**Run 1: register map, names as in the netlist**

(1.5 px per um) Other sequential cells in the stronger grey, the rest of the logic in the fainter grey.
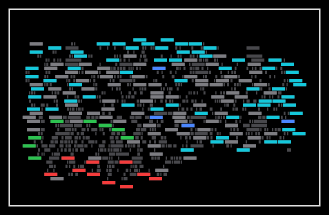
**Run 1: I/O nets highlighted**

(2 px per um)
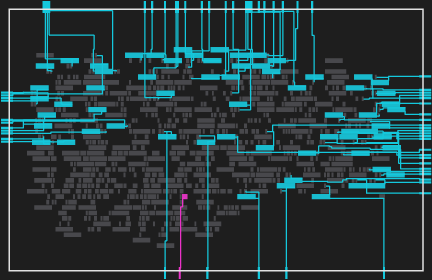
**Run 1: clock wiring as the flow saved it**

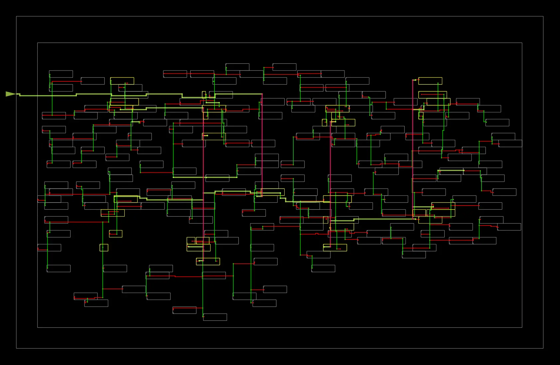
**Run 1: signal wires by layer**

(2 px per um)
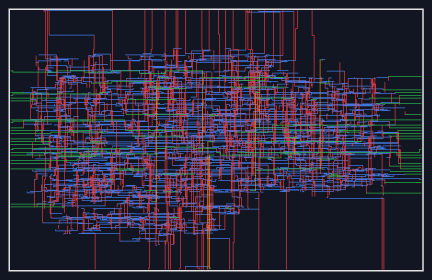
==> src/rtl/ntru_hrss_pkg.sv <==
// rtl/ntru_hrss_pkg.sv - shared constants and types for the pack_S3 lane packer
package ntru_hrss_pkg;
   localparam int N                  = 701;
   localparam int N_COEF             = N - 1;
   localparam int TRITS_PER_BYTE     = 5;
   localparam int PACK_TRINARY_BYTES = N_COEF / TRITS_PER_BYTE;
   localparam int LANE_BYTES         = 8;

   localparam logic [1:0] TRIT_ZERO    = 2'd0;
   localparam logic [1:0] TRIT_ONE     = 2'd1;
   localparam logic [1:0] TRIT_TWO     = 2'd2;
   localparam logic [1:0] TRIT_ILLEGAL = 2'd3;

   localparam logic [2:0] DIGIT_LAST = 3'(TRITS_PER_BYTE - 1);

   typedef enum logic [1:0] {
      ST_ACTIVE = 2'd0,
      ST_FLUSH  = 2'd1,
      ST_DONE   = 2'd2
   } sipo_state_e;

   // Base-3 place value of one trit; the illegal code contributes nothing.
   function automatic logic [8:0] trit_contrib(input logic [1:0] t, input logic [2:0] d);
      logic [8:0] w;
      case (d)
         3'd0:    w = 9'd1;
         3'd1:    w = 9'd3;
         3'd2:    w = 9'd9;
         3'd3:    w = 9'd27;
         default: w = 9'd81;
      endcase
      case (t)
         TRIT_ONE: trit_contrib = w;
         TRIT_TWO: trit_contrib = w << 1;
         default:  trit_contrib = 9'd0;
      endcase
   endfunction
endpackage

==> src/rtl/pack_s3_digit_acc.sv <==
// rtl/pack_s3_digit_acc.sv - five-trit base-3 accumulator producing one pack_S3 byte
module pack_s3_digit_acc
   import ntru_hrss_pkg::*;
(
   input  logic       sipo_t_clk,
   input  logic       ovr_rst1,
   input  logic       clear,
   input  logic       accept,
   input  logic [1:0] trit,
   output logic [2:0] digit,
   output logic       byte_done,
   output logic [7:0] byte_next,
   output logic       err_trit
);
   logic [8:0] acc;
   logic [8:0] acc_next;

   always_comb begin
      acc_next  = acc + trit_contrib(trit, digit);
      byte_done = accept && (digit == DIGIT_LAST);
      byte_next = acc_next[7:0];
   end

   always_ff @(posedge sipo_t_clk or posedge ovr_rst1) begin
      if (ovr_rst1) begin
         digit    <= 3'd0;
         acc      <= 9'd0;
         err_trit <= 1'b0;
      end else if (clear) begin
         digit    <= 3'd0;
         acc      <= 9'd0;
         err_trit <= 1'b0;
      end else if (accept) begin
         if (digit == DIGIT_LAST) begin
            digit <= 3'd0;
            acc   <= 9'd0;
         end else begin
            digit <= digit + 3'd1;
            acc   <= acc_next;
         end
         if (trit == TRIT_ILLEGAL)
            err_trit <= 1'b1;
      end
   end
endmodule

==> src/rtl/pack_s3_lane_sipo.sv <==
// rtl/pack_s3_lane_sipo.sv - packs trits into pack_S3 bytes and 64-bit Keccak lanes
module pack_s3_lane_sipo
   import ntru_hrss_pkg::*;
(
   input  logic        ovr_rst1,
   input  logic        sipo_t_clk,
   input  logic        frame_start,
   input  logic [1:0]  trit_in,
   input  logic        trit_valid,
   output logic        trit_ready,
   output logic [7:0]  byte_out,
   output logic        byte_valid,
   output logic [63:0] lane_out,
   output logic [3:0]  lane_bytes,
   output logic        lane_last,
   output logic        lane_valid,
   input  logic        lane_ready,
   output logic        frame_done,
   output logic        err_trit
);
   localparam logic [9:0] COEF_LAST = 10'(N_COEF - 1);
   localparam logic [2:0] SLOT_LAST = 3'(LANE_BYTES - 1);

   sipo_state_e state;
   logic [2:0]  byte_cnt;
   logic [9:0]  coef_cnt;
   logic [63:0] asm_q;
   logic [63:0] lane_fill;
   logic [2:0]  digit;
   logic        byte_done;
   logic [7:0]  byte_next;
   logic        accept;
   logic        frame_last;
   logic        lane_close;

   // The byte that closes a lane (full or final partial) needs an empty holding register.
   always_comb begin
      frame_last = (coef_cnt == COEF_LAST);
      lane_close = (byte_cnt == SLOT_LAST) || frame_last;
      trit_ready = (state == ST_ACTIVE) && !(lane_valid && lane_close && (digit == DIGIT_LAST));
      accept     = trit_valid && trit_ready;
      lane_fill  = asm_q | (64'(byte_next) << {byte_cnt, 3'b000});
   end

   pack_s3_digit_acc u_digit_acc (
      .sipo_t_clk (sipo_t_clk),
      .ovr_rst1   (ovr_rst1),
      .clear      (frame_start),
      .accept     (accept),
      .trit       (trit_in),
      .digit      (digit),
      .byte_done  (byte_done),
      .byte_next  (byte_next),
      .err_trit   (err_trit)
   );

   always_ff @(posedge sipo_t_clk or posedge ovr_rst1) begin
      if (ovr_rst1) begin
         state      <= ST_ACTIVE;
         byte_cnt   <= 3'd0;
         coef_cnt   <= 10'd0;
         asm_q      <= 64'd0;
         byte_out   <= 8'd0;
         byte_valid <= 1'b0;
         lane_out   <= 64'd0;
         lane_bytes <= 4'd0;
         lane_last  <= 1'b0;
         lane_valid <= 1'b0;
         frame_done <= 1'b0;
      end else if (frame_start) begin
         state      <= ST_ACTIVE;
         byte_cnt   <= 3'd0;
         coef_cnt   <= 10'd0;
         asm_q      <= 64'd0;
         byte_out   <= 8'd0;
         byte_valid <= 1'b0;
         lane_out   <= 64'd0;
         lane_bytes <= 4'd0;
         lane_last  <= 1'b0;
         lane_valid <= 1'b0;
         frame_done <= 1'b0;
      end else begin
         byte_valid <= byte_done;
         if (accept)
            coef_cnt <= coef_cnt + 10'd1;
         if (byte_done) begin
            byte_out <= byte_next;
            if (lane_close) begin
               asm_q    <= 64'd0;
               byte_cnt <= 3'd0;
            end else begin
               asm_q    <= lane_fill;
               byte_cnt <= byte_cnt + 3'd1;
            end
         end
         if (byte_done && lane_close) begin
            lane_out   <= lane_fill;
            lane_bytes <= 4'(byte_cnt) + 4'd1;
            lane_last  <= frame_last;
            lane_valid <= 1'b1;
         end else if (lane_valid && lane_ready) begin
            lane_valid <= 1'b0;
         end
         case (state)
            ST_ACTIVE: if (byte_done && frame_last) state <= ST_FLUSH;
            ST_FLUSH: begin
               if (lane_valid && lane_ready) begin
                  state      <= ST_DONE;
                  frame_done <= 1'b1;
               end
            end
            ST_DONE:   state <= ST_DONE;
            default:   state <= ST_ACTIVE;
         endcase
      end
   end
endmodule

==> config.mk <==
export PLATFORM = sky130hd
export DESIGN_NAME = pack_s3_lane_sipo
export DESIGN_NICKNAME = d
export VERILOG_FILES = /design/src/rtl/ntru_hrss_pkg.sv /design/src/rtl/pack_s3_digit_acc.sv /design/src/rtl/pack_s3_lane_sipo.sv
export SDC_FILE = /design/constraint.sdc
export NUM_CORES = 1
export LEC_CHECK = 0
export ABC_CLOCK_PERIOD_IN_PS = 9750
export CAP_MARGIN = 20
export CORE_ASPECT_RATIO = 0.6
export CORE_MARGIN = 8
export CORE_UTILIZATION = 35
export DETAILED_ROUTE_END_ITERATION = 6
export DONT_BUFFER_PORTS = 1
export SLEW_MARGIN = 20
export SYNTH_ARGS = -nofsm -noshare
export SYNTH_HDL_FRONTEND = slang
export SYNTH_SLANG_ARGS = --single-unit
==> constraint.sdc <==
create_clock -name sipo_t_clk -period 9.75 [get_ports sipo_t_clk]
set_input_delay 0.975 -clock sipo_t_clk [delete_from_list [all_inputs] [get_ports sipo_t_clk]]
set_output_delay 0.975 -clock sipo_t_clk [all_outputs]
set_load 0.05 [all_outputs]
==> results.toml, run 1 <==
# physical design summary
[global_routing]
grt_max_degree = 84
antenna_found_initial = 0
grt_pass1_wl_um = 33300

[clock_network]
cts.clk_slew.worst_paths_ns = 0.07
ctsResizeCount = 0
ctsHoldBuffers = 0
h-tree-depth = 4

[placed_design]
dp_hpwl_um = 14200
placed_cells = 1018
placed_cell_area_sq_mm = 0.00776

[floorplanning]
core_sq_mm = 0.0211
die_area_sq_mm = 0.0268
fp.dieH_um = 130

[timing]
rsz0062_at_grt = "false"
maxSlewViolCount = 0
tns_ns = 0
post-route-period-util_pct = 39.4
tightest_slew_ns = 1.08

[worst_setup_path]
critPathMaxStageDelay_ns = 0.85
r2r-start = "u_digit_acc.digit[0]"

[yosys]
yosys_area_sq_mm = 0.00759
top_cell_area_share_pct = 56.4
simple_gate_share_pct = 14.3
yosys.area_share.aoi_pct = 19.3
ys_sh_xor_pct = 1.85
synth_dominant_cell_count = "dfrtp_1"
ys.flops = 171

[drt]
drc_errors = 0
ant_nets = 0
drt_iter0_drc = 508

[outcome]
status = "finished, final reports clean"

[power]
p_leak_uw = 0.00366

[final_layout]
syn_to_final_growth_pct = 10.8
layout.nets = 786
fin_cells = 1050

[flow_run]
tool_warnings = 32
Back to the opening pictures, 'register map, names as in the netlist':
[`coef_cnt`] red | placed flops: 10
[`u_digit_acc.acc`] green | placed flops: 8
[`lane_bytes`] blue | placed flops: 4 | where: middle
[`lane_out`] cyan | placed flops: 64
not coloured: 85
Seq group: 717 uW
final core utilization: 39.8%
Seq/total area: 50.9%
register area: 0.00428 sq mm

Back to the opening pictures, 'I/O nets highlighted':
[`lane_out`] cyan | bits: 64 | direction: output | edge: 24 right, 24 top, 11 left, 5 bottom | end cells: 64 | buffers: 0 | wire: 2770 um
[`trit_ready`] magenta | bits: 1 | direction: output | edge: bottom | end cells: 1 | buffers: 0 | wire: 38.3 um
PortBufs: 0
I/O Pins: 89

Back to the opening pictures, 'clock wiring as the flow saved it':
Power Clock: 740 uW
Seq cells: 171
CTS Buf Count: 17
Clk Latency, worst-skew pair: 0.43 ns

Back to the opening pictures, 'signal wires by layer':
[met1] blue | wire length: 10600 um
[met2] red | wire length: 8240 um
[met3] green | wire length: 1920 um
[met4] orange | wire length: 359 um
Vias: 5593
WL final: 21100 um
WL/cell: 20.1 um
gr usage total: 16.3%

[run 1: state kept, by name (all words and copies together) (netlist names)]
name                  count
asm_q                    64
byte_cnt                  3
byte_out                  8
byte_valid                1
coef_cnt                 10
frame_done                1
lane_bytes                4
lane_last                 1
lane_out                 64
lane_valid                1
state                     2
u_digit_acc.acc           8
u_digit_acc.digit         3
u_digit_acc.err_trit      1
[run 1: layout make-up]
cell class | instances | area (sq um)
fillers | 2072 | 12700
clock buffers | 21 | 470
clock inverters | 11 | 166
multi-input cells | 546 | 3010
repair buffers | 12 | 90.1
inverters | 10 | 42.5
flip-flops and latches | 171 | 4280
well taps | 279 | 349
[run 1: report_power, final]
part | switching (uW) | leakage (uW) | total (uW) | internal [uW]
clock network | 291 | 0.000317 | 740 | 449
logic | 56.5 | 0.000962 | 73.7 | 17.2
registers | 4.52 | 0.00239 | 717 | 712
total | 352 | 0.00366 | 1530 | 1180
[run 1: stage by stage]
step | hold slack [ns] | utilization (%)
global route | 0.425 | 39.8
finish | 0.405 | 39.8
global placement | 0.464 | 36.7
floorplan | 0.451 | -
CTS | 0.416 | 39.7
detailed placement | 0.472 | 36.7
[run 1: worst max-delay path by stage]
stage | startpoint | endpoint | cells past startpoint
after detailed placement | trit_in[0] | lane_out[53] | 11
after global placement | trit_in[0] | lane_out[61] | 11
after CTS | byte_cnt[0] | trit_ready | 5
after floorplan | ovr_rst1 | asm_q[0] | 1
after global routing | byte_cnt[0] | trit_ready | 5
final | byte_cnt[0] | trit_ready | 5
[run 1: layer usage]
metal / vias to the layer above / wire length (um) / track usage [%]
li1: 2660 / - / -
met1: 2744 / 10600 / 24.8
met2: 164 / 8240 / 20.7
met3: 25 / 1920 / 5.74
met4: 0 / 359 / 5.11
met5: - / 0 / 0
--- run 2 (diff from run 1) ---
--- a/config.mk
+++ b/config.mk
@@ -5,7 +5,7 @@
 export SDC_FILE = /design/constraint.sdc
 export NUM_CORES = 1
 export LEC_CHECK = 0
-export ABC_CLOCK_PERIOD_IN_PS = 9750
+export ABC_CLOCK_PERIOD_IN_PS = 3800
 export CAP_MARGIN = 20
 export CORE_ASPECT_RATIO = 0.6
 export CORE_MARGIN = 8
==> constraint.sdc (replaced) <==
create_clock -name sipo_t_clk -period 3.8 [get_ports sipo_t_clk]
set_input_delay 0.38 -clock sipo_t_clk [delete_from_list [all_inputs] [get_ports sipo_t_clk]]
set_output_delay 0.38 -clock sipo_t_clk [all_outputs]
set_load 0.05 [all_outputs]
**Run 2: register map, names as in the netlist**

(1.5 px per um) Other sequential cells in the stronger grey, the rest of the logic in the fainter grey.
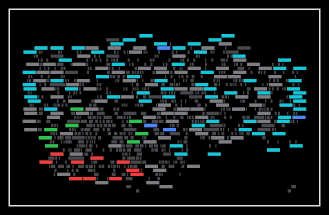
[`u_digit_acc.acc`] green | placed flops: 8
[`coef_cnt`] red | placed flops: 10 | where: bottom left
[`lane_out`] cyan | placed flops: 64
[`lane_bytes`] blue | placed flops: 4 | where: middle
final core utilization: 40.2%
Seq group: 1840 uW
Seq/total area: 50.3%

==> results.toml, run 2 <==
# physical design summary
[drt]
ant_nets = 0
wl_um = 21400
drt_iter0_drc = 473
vias = 5665
post_drt_wl_per_cell_um = 20.1

[timing]
rsz0062_at_grt = "false"
tns_ns = 0
maxSlewViolCount = 0

[outcome]
status = "finished, final reports clean"

[power]
p_leak_uw = 0.00371

[yosys]
top_cell_area_share_pct = 56.4

[global_routing]
antenna_found_initial = 0
grt_max_degree = 121

[floorplanning]
core_sq_mm = 0.0211
die_area_sq_mm = 0.0268
io_pins = 89

[placed_design]
placed_cell_area_sq_mm = 0.00785
dp_hpwl_um = 14200
portBuffers = 0
placed_cells = 1027

[worst_setup_path]
r2r-start = "u_digit_acc.digit[0]"
startpoint = "u_digit_acc.digit[0]"
cp_num_cells = 12
critPathMaxStageDelay_ns = 0.73

[final_layout]
layout.nets = 799
syn_to_final_growth_pct = 12.1
fin_cells = 1063

[clock_network]
cts.clk_slew.worst_paths_ns = 0.06
ctsResizeCount = 0
h-tree-depth = 4
ctsHoldBuffers = 3
==> run 2: cell type report <==
cell class                 instances  area, sq um  share of cell area [%]
clock buffer                      22          474                    5.58
multi-input combinational        546         3000                    35.3
timing repair buffer              25          223                    2.62
clock inverter                    10          139                    1.63
tap                              279          349                    4.10
inverter                          10         41.3                   0.485
sequential                       171         4280                    50.3
==> run 2: cells by family after synthesis <==
family	synth area share (%)
buffers and inverters	4.44
xor gates and xnor gates	1.85
AOI/OAI and AO/OA	19.3
DFF	56.4
and+or+nand+nor	14.3
adders and majority gates	3.56
muxes	0.148
==> run 2: path summary, 6_finish.rpt <==
kind                       slack, ns                    to
min                             0.03  u_digit_acc.digit[0]
max                             0.56          lane_out[62]
min reg2reg                     0.48             asm_q[31]
min in group asynchronous       0.54             asm_q[63]
max reg2reg                     0.56          lane_out[62]
max in group asynchronous       2.17           coef_cnt[4]
==> run 2: per-stage QoR <==
| stage | power (uW) | hold slack (ns) |
|---|---|---|
| detailed placement | 2070 | 0.392 |
| global placement | 2070 | 0.388 |
| finish | 3860 | 0.0288 |
| CTS | 3900 | 0.00180 |
| floorplan | 2010 | 0.451 |
| global route | 4010 | 0.0148 |
==> run 2: layer usage <==
metal / vias to the layer above / GRT usage (%) / part of all wire, %
li1: 2684 / - / -
met1: 2800 / 23.7 / 49
met2: 170 / 22.4 / 41
met3: 11 / 6.31 / 9.9
met4: 0 / 3.53 / 0.87
met5: - / 0 / 0
==> run 2: power groups by stage <==
| stage | registers [uW] | clock network, uW | logic, uW |
|---|---|---|---|
| 6_report | 1840 | 1820 | 203 |
| 5_1_grt | 1840 | 1950 | 227 |
| 4_1_cts | 1840 | 1860 | 205 |
| 3_5_place_dp | 1870 | 0 | 198 |
| 3_3_place_gp | 1870 | 0 | 196 |
| 2_1_floorplan | 1870 | 0 | 136 |
Power is estimated from default activity; no workload was simulated.
